`src/rtl/pong_pkg.sv`:
```
// Shared types and default timing constants for the pong board front end.
// Timing defaults assume the 65 MHz pixel clock.
package pong_pkg;

    typedef enum logic [1:0] {
        StReleased,
        StConfirmPress,
        StPressed,
        StConfirmRelease
    } key_state_e;

    localparam int unsigned PixelClkHz       = 65_000_000;
    localparam int unsigned DbCyclesDefault  = 325_000;      // 5 ms
    localparam int unsigned RptDelayDefault  = 32_500_000;   // 0.5 s
    localparam int unsigned RptPeriodDefault = 6_500_000;    // 0.1 s

endpackage

```
`src/rtl/key_debounce.sv`:
```
// Single pushbutton channel: 2-flop synchronizer, debounce FSM and auto-repeat timer.
// Raw key and debounced level are active-low; press/release are one-cycle pulses.
module key_debounce
    import pong_pkg::*;
#(
    parameter int unsigned DB_CYCLES  = DbCyclesDefault,
    parameter int unsigned RPT_DELAY  = RptDelayDefault,
    parameter int unsigned RPT_PERIOD = RptPeriodDefault
) (
    input  logic i_clk,
    input  logic i_rst_n,
    input  logic i_key_raw,
    input  logic i_rpt_en,
    output logic o_key,
    output logic o_press,
    output logic o_release
);

    localparam int unsigned RptMax = (RPT_DELAY > RPT_PERIOD) ? RPT_DELAY : RPT_PERIOD;
    localparam int unsigned DbW    = $clog2(DB_CYCLES + 1);
    localparam int unsigned RptW   = $clog2(RptMax + 1);

    localparam logic [DbW-1:0]  DbTarget     = DbW'(DB_CYCLES);
    localparam logic [RptW-1:0] DelayTarget  = RptW'(RPT_DELAY);
    localparam logic [RptW-1:0] PeriodTarget = RptW'(RPT_PERIOD);

    logic            r_sync1, r_sync2;
    key_state_e      r_state, w_state_d;
    logic [DbW-1:0]  r_db_cnt, w_db_cnt_d, w_db_inc;
    logic [RptW-1:0] r_rpt_cnt, w_rpt_cnt_d, w_rpt_inc, w_rpt_target;
    logic            r_rpt_first, w_rpt_first_d;
    logic            r_key, w_key_d;
    logic            r_press, w_press_d;
    logic            r_release, w_release_d;

    // Saturating increments: counters never wrap.
    assign w_db_inc     = (r_db_cnt == '1) ? r_db_cnt : r_db_cnt + DbW'(1);
    assign w_rpt_inc    = (r_rpt_cnt == '1) ? r_rpt_cnt : r_rpt_cnt + RptW'(1);
    assign w_rpt_target = r_rpt_first ? PeriodTarget : DelayTarget;

    always_ff @(posedge i_clk or negedge i_rst_n) begin
        if (!i_rst_n) begin
            r_sync1     <= 1'b1;
            r_sync2     <= 1'b1;
            r_state     <= StReleased;
            r_db_cnt    <= '0;
            r_rpt_cnt   <= '0;
            r_rpt_first <= 1'b0;
            r_key       <= 1'b1;
            r_press     <= 1'b0;
            r_release   <= 1'b0;
        end else begin
            r_sync1     <= i_key_raw;
            r_sync2     <= r_sync1;
            r_state     <= w_state_d;
            r_db_cnt    <= w_db_cnt_d;
            r_rpt_cnt   <= w_rpt_cnt_d;
            r_rpt_first <= w_rpt_first_d;
            r_key       <= w_key_d;
            r_press     <= w_press_d;
            r_release   <= w_release_d;
        end
    end

    always_comb begin
        w_state_d      = r_state;
        w_db_cnt_d     = r_db_cnt;
        w_rpt_cnt_d    = r_rpt_cnt;
        w_rpt_first_d  = r_rpt_first;
        w_key_d        = r_key;
        w_press_d      = 1'b0;
        w_release_d    = 1'b0;

        case (r_state)
            StReleased: begin
                if (!r_sync2) begin
                    w_state_d  = StConfirmPress;
                    w_db_cnt_d = '0;
                end
            end
            StConfirmPress: begin
                if (r_sync2) begin
                    w_state_d  = StReleased;
                    w_db_cnt_d = '0;
                end else if (w_db_inc == DbTarget) begin
                    w_state_d     = StPressed;
                    w_db_cnt_d    = '0;
                    w_rpt_cnt_d   = '0;
                    w_rpt_first_d = 1'b0;
                    w_key_d       = 1'b0;
                    w_press_d     = 1'b1;
                end else begin
                    w_db_cnt_d = w_db_inc;
                end
            end
            StPressed: begin
                // Repeat timer keeps running while disabled; only the pulse is gated.
                if (w_rpt_inc == w_rpt_target) begin
                    w_rpt_cnt_d   = '0;
                    w_rpt_first_d = 1'b1;
                    w_press_d     = i_rpt_en;
                end else begin
                    w_rpt_cnt_d = w_rpt_inc;
                end
                if (r_sync2) begin
                    w_state_d  = StConfirmRelease;
                    w_db_cnt_d = '0;
                end
            end
            StConfirmRelease: begin
                // Repeat timer is frozen here so a rejected glitch resumes it intact.
                if (!r_sync2) begin
                    w_state_d  = StPressed;
                    w_db_cnt_d = '0;
                end else if (w_db_inc == DbTarget) begin
                    w_state_d   = StReleased;
                    w_db_cnt_d  = '0;
                    w_key_d     = 1'b1;
                    w_release_d = 1'b1;
                end else begin
                    w_db_cnt_d = w_db_inc;
                end
            end
            default: begin
                w_state_d = StReleased;
            end
        endcase
    end

    assign o_key     = r_key;
    assign o_press   = r_press;
    assign o_release = r_release;

endmodule

```
`src/rtl/key_conditioner.sv`:
```
// Debounce and auto-repeat front end for N_KEYS independent active-low pushbuttons.
// KEYS drives the game/video stage directly.
module key_conditioner
    import pong_pkg::*;
#(
    parameter int unsigned N_KEYS     = 4,
    parameter int unsigned DB_CYCLES  = DbCyclesDefault,
    parameter int unsigned RPT_DELAY  = RptDelayDefault,
    parameter int unsigned RPT_PERIOD = RptPeriodDefault
) (
    input  logic              clk,
    input  logic              reset,
    input  logic [N_KEYS-1:0] KEYS_RAW,
    input  logic [N_KEYS-1:0] RPT_EN,
    output logic [N_KEYS-1:0] KEYS,
    output logic [N_KEYS-1:0] PRESS,
    output logic [N_KEYS-1:0] RELEASE
);

    for (genvar g = 0; g < N_KEYS; g++) begin : g_key
        key_debounce #(
            .DB_CYCLES (DB_CYCLES),
            .RPT_DELAY (RPT_DELAY),
            .RPT_PERIOD(RPT_PERIOD)
        ) u_key_debounce (
            .i_clk    (clk),
            .i_rst_n  (reset),
            .i_key_raw(KEYS_RAW[g]),
            .i_rpt_en (RPT_EN[g]),
            .o_key    (KEYS[g]),
            .o_press  (PRESS[g]),
            .o_release(RELEASE[g])
        );
    end

endmodule

```
`config.mk`:
```
export PLATFORM = sky130hd
export DESIGN_NAME = key_conditioner
export DESIGN_NICKNAME = d
export VERILOG_FILES = /design/src/rtl/pong_pkg.sv /design/src/rtl/key_debounce.sv /design/src/rtl/key_conditioner.sv
export SDC_FILE = /design/constraint.sdc
export NUM_CORES = 1
export LEC_CHECK = 0
export CAP_MARGIN = 20
export CORE_MARGIN = 2
export CORE_UTILIZATION = 35
export DETAILED_ROUTE_END_ITERATION = 8
export SLEW_MARGIN = 10
export SYNTH_ARGS = -nofsm -noshare
export SYNTH_HDL_FRONTEND = slang
export SYNTH_SLANG_ARGS = --single-unit
```
`constraint.sdc`:
```
create_clock -name clk -period 4.1 [get_ports clk]
set_clock_uncertainty 0.15 [all_clocks]
set_input_delay 0.82 -clock clk [delete_from_list [all_inputs] [get_ports clk]]
set_output_delay 0.82 -clock clk [all_outputs]
set_load 0.01 [all_outputs]
```
==> run_1/layer_met1.png <==
(1.5 px per um) Supply wires on this layer in gray.
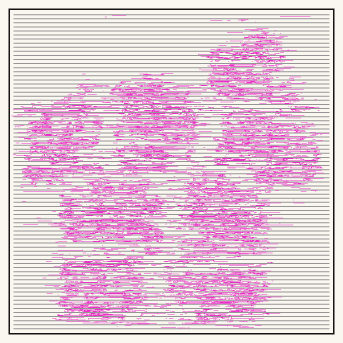
The layer carries 20.7 mm of wire. The longest straight run is 37.3 um. 1814 nets have wire on it. The wires run mostly horizontal.
count of vias placed by the detailed router: 14800
GR Layer Usage met1: 26.2%

==> run_1/logic_types.png <==
(2 px per um)
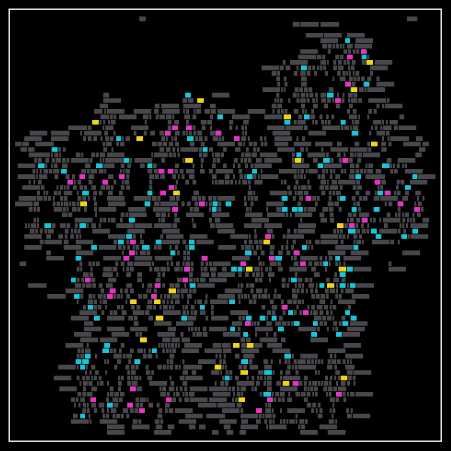
AND-OR and OR-AND gates: drawn in cyan, cells 111. XOR/XNOR gates: drawn in magenta, cells 55. multiplexers: drawn in yellow, cells 28.
combinational share of cell area: 55.3%
most common cell after layout, fill and taps aside: sky130_fd_sc_hd__dfrtp_1
Final Non-Filler Cells: 2519

==> impl_metrics.yaml, run 1 <==
# synthesis and place-and-route metrics
synthesis:
  post_synth_inst_count: 1931
  yosys_area_um2: 15600
  synth.yosys.warnings: 0
  synth.yosys.num_cells: 1931
  xor_area_share_pct: 3.08
  synthMuxAreaShare_pct: 1.85
  ys.flops: 208
  synth-simple-area-share_pct: 28.7
  mappedNetlistArea_um2: 15600
  async_reset_ff_share_pct: 100
  synth_logic_family: "simple AND/OR/NAND/NOR gates"
  syn_nets: 1965
  synth_compound_gate_area_share_pct: 25.5
  synth-adder-area-share_pct: 1.92
  synth.distinct_cells: 95
  enable_flop_cells: 0
  synth.avg_cell_area_um2: 8.09
  ys_seq_share_pct: 33.4
  synth-main-ff-cell: "sky130_fd_sc_hd__dfrtp_1"
setup_path:
  crit_chain: "and4_1, and4_1, a31oi_1, nand3_1, xor2_1, or4_1, a211oi_4, or3_1, o31ai_1"
  cpLargestDelayFamily: "simple AND/OR/NAND/NOR gates"
  worst_setup_path_start_kind: "register"
  critPathCaptureType: "register"
  timing.critical_path.slowest_cell_delay_ns: 0.59
  critPathSlowestCell: "sky130_fd_sc_hd__or4_1"
  arrival_ns: 4.11
  critPathKind: "reg -> reg"
  path_buffers: 0
  req_time_crit_path_ns: 4.37
  crit_path_frequent_cell: "sky130_fd_sc_hd__and4_1"
  critical_path_peak_fanout: 9
sta:
  hold_slack_ns: 0.0641
  layout_setup_ws_ns: 0.256
  worstMarginPinSlew_ns: 0.849
  rsz0062_at_grt: "no"
  final_hold_viol_count: 0
  min_period_over_period_pct: 93.8
  finalMaxSlewViolations: 0
  fin_setup_tns_ns: 0
  worst_slew_margin_rel_pct: 43.4
  fmaxAchievable_mhz: 260
  final-setup-viol-count: 0
  min_period_ns: 3.84
placement:
  place_congestion: 0.893
  placed_instance_count: 2470
  post-place-ws_ns: 0.275
  port-buffer-count: 21
  post-dp-hpwl_um: 29600
  placed_area_um2: 16500
die:
  top_level_ports: 22
  fp_util_pct: 35.4
  fp.dieH_um: 215
  horiz_die_dim_um: 215
  row_count: 77
  chipArea_um2: 46300
  core_region_area_um2: 44100
cells_and_area:
  final_util_pct: 39.2
  layout-drive-gt1-share_pct: 9.44
  diodes: 0
  finalInstanceArea_um2: 17300
  final_net_count: 1941
  area_growth_pct: 10.8
  lay_top_cells: "sky130_fd_sc_hd__dfrtp_1, sky130_fd_sc_hd__nand2_1, sky130_fd_sc_hd__o21ai_0"
  number_of_fillers_in_the_final_layout: 4569
clock_tree:
  numCtsBuffers: 27
  cts_hold_buf: 0
  h-tree-depth: 1
  clk_path_buf_depth: 3
  clk_latency_ns: 0.55
  tritoncts: "built"
  tritoncts_num_sinks: 208
  cts-root-buf: "sky130_fd_sc_hd__clkbuf_16"
  worst_setup_hold_path_clk_slew_ns: 0.06
drt:
  first_pass_iters: 5
  initialDrtViolationCount: 1406
  detail_route.vias_per_cell: 5.89
  drc: 0
  route.antenna.remaining_nets: 0
power_and_ir_drop:
  total_power_mw: 7.19
  power_per_cell_area_nw_per_um2: 416
  power.static_leakage_nw: 6.51
  peakVddDrop_mv: 0.317
global_route:
  global_route_wire_length_before_repair_um: 71600
  antenna_found_initial: 0
  met2_resource_use_gr_pct: 28.1
  grt_overflow_total: 0
  largest_net_degree_at_the_start_of_global_routing: 80
  grt_pass1_vias: 14000
flow_run:
  max-cap-violations: 0
  tool_warnings: 38
worst_hold_path:
  holdCritPathClass: "in -> async"
outcome:
  run_status: "complete, no violations"
==> run_1/congestion.png <==
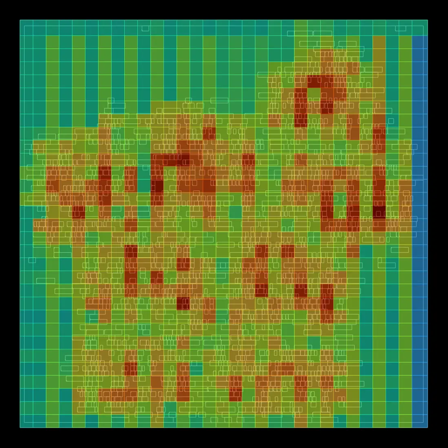
DR WL/cell: 16.8 um
Global Route Usage Sum: 18.0%
global routing usage on met3: 2.43%
busiest metal layer after global routing: met2

==> run_1/wires.png <==
(1.5 px per um) Only two layers are drawn.
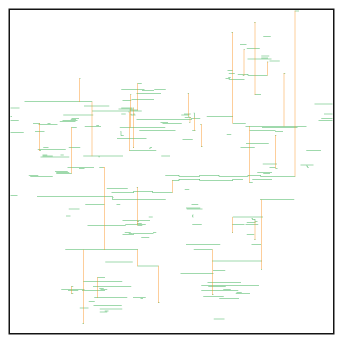
metal 3: drawn in green, wire length 2010 um. metal 4: drawn in orange, wire length 865 um.
final routed wirelength across all metal layers: 42200 um

-- run 1: routing by layer --
layer,vias to the layer above,part of all wire [%]
met3,70,4.8
met1,7161,49
met4,0,2.0
met2,365,44
met5,-,0
li1,7253,-
-- run 1: report_power, final --
group	switching [mW]	internal [mW]
clock network	0.947	1.33
registers	0.158	2.17
logic	1.74	0.852
total	2.84	4.35
-- run 1: Yosys cell counts (31+ instances only) --
library cell               count  area, um^2
sky130_fd_sc_hd__dfrtp_1     196        4900
sky130_fd_sc_hd__nand2_1     186         698
sky130_fd_sc_hd__o21ai_0     136         681
sky130_fd_sc_hd__nor2_1      131         492
sky130_fd_sc_hd__a21oi_1     128         641
sky130_fd_sc_hd__nand3_1      85         425
sky130_fd_sc_hd__clkbuf_1     80         300
sky130_fd_sc_hd__nor3_1       80         400
sky130_fd_sc_hd__nand4_1      70         438
sky130_fd_sc_hd__inv_1        52         195
sky130_fd_sc_hd__and3_1       48         300
sky130_fd_sc_hd__o31ai_1      44         330
sky130_fd_sc_hd__a31oi_1      39         244
sky130_fd_sc_hd__buf_2        37         185
sky130_fd_sc_hd__a22o_1       36         315
sky130_fd_sc_hd__xnor2_1      33         289
sky130_fd_sc_hd__and4_1       31         272
-- run 1: flip-flops by register name (all words and copies together), names as in the netlist, named ones only --
| name | flops |
|---|---|
| g_key.u_key_debounce.r_rpt_cnt | 100 |
| g_key.u_key_debounce.r_db_cnt | 76 |
| g_key.u_key_debounce.o_key | 4 |
| g_key.u_key_debounce.o_release | 4 |
| g_key.u_key_debounce.r_rpt_first | 4 |
| g_key.u_key_debounce.r_sync2 | 4 |
| g_key.u_key_debounce.o_press | 4 |
| g_key.u_key_debounce.r_sync1 | 4 |
| g_key.u_key_debounce.r_state | 4 |
-- run 1: final timing paths --
check	start	end	slack, ns	depth (start not counted)
max	g_key[2].u_key_debounce.r_rpt_cnt[10]$_DFFE_PN0P_	g_key[2].u_key_debounce.r_rpt_cnt[22]$_DFFE_PN0P_	0.26	9
min	reset	g_key[1].u_key_debounce.r_db_cnt[13]$_DFFE_PN0P_	0.06	1
max reg2reg	g_key[2].u_key_debounce.r_rpt_cnt[10]$_DFFE_PN0P_	g_key[2].u_key_debounce.r_rpt_cnt[22]$_DFFE_PN0P_	0.26	9
min reg2reg	g_key[1].u_key_debounce.r_sync1$_DFF_PN1_	g_key[1].u_key_debounce.r_sync2$_DFF_PN1_	0.20	0
max in group asynchronous	reset	g_key[3].u_key_debounce.r_sync1$_DFF_PN1_	2.83	2
min in group clk	g_key[1].u_key_debounce.r_sync1$_DFF_PN1_	g_key[1].u_key_debounce.r_sync2$_DFF_PN1_	0.20	0
-- run 1: area by class of cell --
type | count | area (um^2) | share of cell area (%)
Sequential cell | 208 | 5220 | 30.2
Clock inverter | 12 | 105 | 0.607
Timing Repair Buffer | 88 | 731 | 4.22
Tap cell | 592 | 741 | 4.28
Clock buffer | 37 | 743 | 4.30
Multi-Input combinational cell | 1530 | 9570 | 55.3
Inverter | 52 | 195 | 1.13
-- run 1: repair_timing --
| action | 4_1_cts | 5_1_grt |
|---|---|---|
| setup endpoints to repair | 0 | 7 |
| hold endpoints to repair | 0 | 0 |
| setup buffers | 0 | 0 |
| resized | 0 | 1 |
==> run 2: changes to the inputs <==
- RECOVER_POWER: unset -> 25
- SKIP_LAST_GASP: unset -> 1
==> run 2 against run 1 <==
Net effect: the run now ends with max-capacitance violations, max-slew violations left; register-to-register slack about the same; worst setup slack improved by 0.0080 ns; sequential share of layout area about the same; total power about the same; routed wire length about the same; flip-flop count unchanged; clock power about the same; maximum frequency increased by 0.21%; sequential power about the same; critical path depth unchanged; area after synthesis unchanged; combinational power about the same; critical path type unchanged; critical endpoint unchanged.
==> impl_metrics.yaml, run 2 <==
# synthesis and place-and-route metrics
outcome:
  run_status: "finished, violations left"
  violations: "max-capacitance violations, max-slew violations"
die:
  fp_util_pct: 35.4
  top_level_ports: 22
  core_region_area_um2: 44100
  row_count: 77
  horiz_die_dim_um: 215
sta:
  worstMarginPinSlew_ns: 3.27
  finalMaxSlewViolations: 56
  final-setup-viol-count: 0
  fin_setup_tns_ns: 0
  min_period_ns: 3.84
  fmaxAchievable_mhz: 261
  min_period_over_period_pct: 93.6
  worst_slew_margin_rel_pct: -118
  layout_setup_ws_ns: 0.264
  rsz0062_at_grt: "no"
  final_hold_viol_count: 0
setup_path:
  req_time_crit_path_ns: 4.37
  ff2ff_setup_slack_ns: 0.26
  timing.critical_path.slowest_cell_delay_ns: 0.59
  arrival_ns: 4.10
  timing.critical_path.depth: 9
  reg2reg_from: "g_key[2].u_key_debounce.r_rpt_cnt[10]$_DFFE_PN0P_"
  crit_path_frequent_cell: "sky130_fd_sc_hd__and4_1"
  worst_setup_path_start_kind: "register"
  rr_endpoint: "g_key[2].u_key_debounce.r_rpt_cnt[22]$_DFFE_PN0P_"
  timing.critical_path.from: "g_key[2].u_key_debounce.r_rpt_cnt[10]$_DFFE_PN0P_"
  critPathCaptureType: "register"
  worstSetupEndpoint: "g_key[2].u_key_debounce.r_rpt_cnt[22]$_DFFE_PN0P_"
  cpLargestDelayFamily: "simple AND/OR/NAND/NOR gates"
  critPathKind: "reg -> reg"
  path_buffers: 0
  critical_path_peak_fanout: 9
  r2r_cells: 9
  crit_chain: "and4_1, and4_1, a31oi_1, nand3_1, xor2_1, or4_1, a211oi_4, or3_1, o31ai_1"
  critPathSlowestCell: "sky130_fd_sc_hd__or4_1"
synthesis:
  synth_area_leader_cell: "sky130_fd_sc_hd__dfrtp_1"
  post-synth-top-area-fraction_pct: 31.4
  ys.flops: 208
  syn_nets: 1965
  async_reset_ff_share_pct: 100
  synth_dominant_cell_count: "sky130_fd_sc_hd__dfrtp_1"
  synth.distinct_cells: 95
  synth.yosys.warnings: 0
  synth-main-ff-cell: "sky130_fd_sc_hd__dfrtp_1"
  synthTopCellsByCount: "sky130_fd_sc_hd__dfrtp_1, sky130_fd_sc_hd__nand2_1, sky130_fd_sc_hd__o21ai_0"
  yosys_area_um2: 15600
  mappedNetlistArea_um2: 15600
power_and_ir_drop:
  power_per_cell_area_nw_per_um2: 416
  cell_internal_pwr_mw: 4.35
  power.share.combinational_pct: 36.0
  total_power_mw: 7.19
  power.static_leakage_nw: 6.51
  clkPwrFrac_pct: 31.7
  switching_share_pct: 39.5
  peakVddDrop_mv: 0.317
  switchingPower_mw: 2.84
global_route:
  grt_overflow_total: 0
  antenna_found_initial: 0
  grt_pass1_vias: 14000
  globalRouteTotalUtil_pct: 18.0
flow_run:
  max-cap-violations: 1
  tool_warnings: 38
cells_and_area:
  area_growth_pct: 10.7
  layout-drive-gt1-share_pct: 9.39
  lay_top_cells: "sky130_fd_sc_hd__dfrtp_1, sky130_fd_sc_hd__nand2_1, sky130_fd_sc_hd__o21ai_0"
  diodes: 0
  biggestRegsByFlops: "g_key.u_key_debounce.r_rpt_cnt: 100 flops, g_key.u_key_debounce.r_db_cnt: 76 flops"
  final_layout_top_logic_cell: "sky130_fd_sc_hd__dfrtp_1"
  final_util_pct: 39.2
  flip_flop_count_of_the_largest_register_all_copies_and_words_added: 100
drt:
  route.antenna.remaining_nets: 0
  first_pass_iters: 5
  initialDrtViolationCount: 1406
  detail_route.vias_per_cell: 5.90
placement:
  post-place-ws_ns: 0.275
  place_congestion: 0.893
clock_tree:
  cts_hold_buf: 0
  clk_path_buf_depth: 3
  numCtsBuffers: 27
  h-tree-depth: 1
  clk_latency_ns: 0.55
  cts.repair_timing.setup_buffer_count: 0
  tritoncts: "built"
worst_hold_path:
  holdCritPathClass: "reg -> reg"
  min-delay-start: "g_key[1].u_key_debounce.r_sync1$_DFF_PN1_"
  min_delay_path_depth: 0
[run 2: layer usage]
layer	vias to the layer above	track usage, %	wire, um
li1	7251	-	-
met1	7163	26.2	20600
met2	372	28.1	18700
met3	70	2.43	2030
met4	0	4.60	859
met5	-	0	0
[run 2: area by class of cell]
class	instances	area, um^2	area share (%)
well taps	592	741	4.28
clock buffers	37	743	4.30
flip-flops and latches	208	5220	30.2
repair buffers	88	719	4.16
multi-input cells	1530	9570	55.3
inverters	52	195	1.13
clock inverters	12	105	0.608
[run 2: worst min path at each step]
stage,end,slack [ns]
2_1_floorplan,g_key[0].u_key_debounce.r_sync2$_DFF_PN1_,0.20
3_3_place_gp,g_key[1].u_key_debounce.r_sync2$_DFF_PN1_,0.20
3_5_place_dp,g_key[1].u_key_debounce.r_sync2$_DFF_PN1_,0.20
4_1_cts,g_key[2].u_key_debounce.r_rpt_cnt[7]$_DFFE_PN0P_,0.05
5_1_grt,g_key[1].u_key_debounce.r_sync2$_DFF_PN1_,0.21
6_report,g_key[1].u_key_debounce.r_sync2$_DFF_PN1_,0.20
[run 2: kinds of logic (layout without fill, tap and decap cells)]
| logic type | Yosys count | count (layout) | share of synthesized area (%) |
|---|---|---|---|
| flip-flops | 208 | 208 | 33.4 |
| multiplexers | 28 | 28 | 1.85 |
| buffers and inverters | 193 | 189 | 5.44 |
| adder cells (fa/ha/maj) | 24 | 24 | 1.92 |
| AND-OR/OR-AND | 589 | 589 | 25.5 |
| AND/OR/NAND/NOR | 834 | 834 | 28.7 |
| XOR/XNOR | 55 | 55 | 3.08 |
[run 2: per-stage QoR]
| step | instance area [um^2] | cells | hold WS [ns] |
|---|---|---|---|
| 6_report | 17300 | 2519 | 0.205 |
| 3_5_place_dp | 16500 | 2470 | 0.197 |
| 2_1_floorplan | 15600 | 1931 | 0.195 |
| 4_1_cts | 17300 | 2519 | 0.0534 |
| 5_1_grt | 17300 | 2519 | 0.210 |
| 3_3_place_gp | 16500 | 2470 | 0.197 |
[run 2: timing repair]
item | in CTS | in global routing
endpoints found under the setup margin | 0 | 7
endpoints found under the hold margin | 0 | 0
resized | 0 | 1
[run 2: worst register-to-register path: stages (launching register included)]
cell and delay (ns):
sky130_fd_sc_hd__dfrtp_1 0.47, sky130_fd_sc_hd__and4_1 0.37, sky130_fd_sc_hd__and4_1 0.32, sky130_fd_sc_hd__a31oi_1 0.48, sky130_fd_sc_hd__nand3_1 0.26, sky130_fd_sc_hd__xor2_1 0.22
sky130_fd_sc_hd__or4_1 0.59, sky130_fd_sc_hd__a211oi_4 0.28, sky130_fd_sc_hd__or3_1 0.45, sky130_fd_sc_hd__o31ai_1 0.14
[run 2: power by group through the flow]
| stage | Combinational [mW] | Clock (mW) | Sequential (mW) |
|---|---|---|---|
| floorplan | 1.81 | 0 | 2.30 |
| global placement | 2.53 | 0 | 2.35 |
| detailed placement | 2.57 | 0 | 2.35 |
| CTS | 2.58 | 2.37 | 2.32 |
| global route | 2.88 | 2.46 | 2.35 |
| finish | 2.59 | 2.28 | 2.33 |
==> run_2/detail.png <==
Region (93, 136) to (123, 166) um. Cells in gray, sequential cells in the stronger gray; small squares are vias.
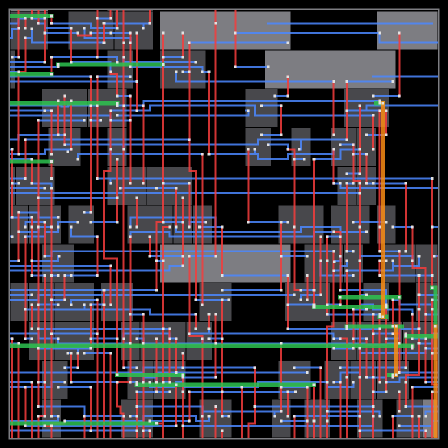
metal 4: drawn in orange. metal 2: drawn in red. metal 3: drawn in green. metal 1: drawn in blue.
Most frequent: nand2_1 (8). 66 logic cells have their middle in the window. Netlist names of flops here include `g_key.u_key_debounce.r_rpt_cnt` (3). Sequential cells in the window: 3.

==> run_2/wires.png <==
(1.5 px per um) Only two layers are drawn.
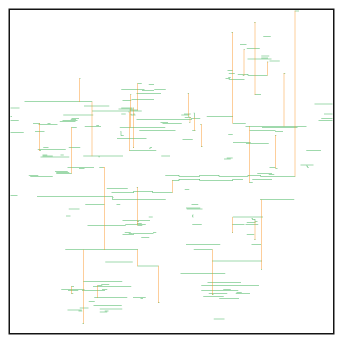
metal 3: drawn in green, wire length 2030 um. metal 4: drawn in orange, wire length 859 um.
count of vias placed by the detailed router: 14900
final routed wirelength across all metal layers: 42200 um
DR WL/cell: 16.8 um

Power and IR drop assume default switching activity.
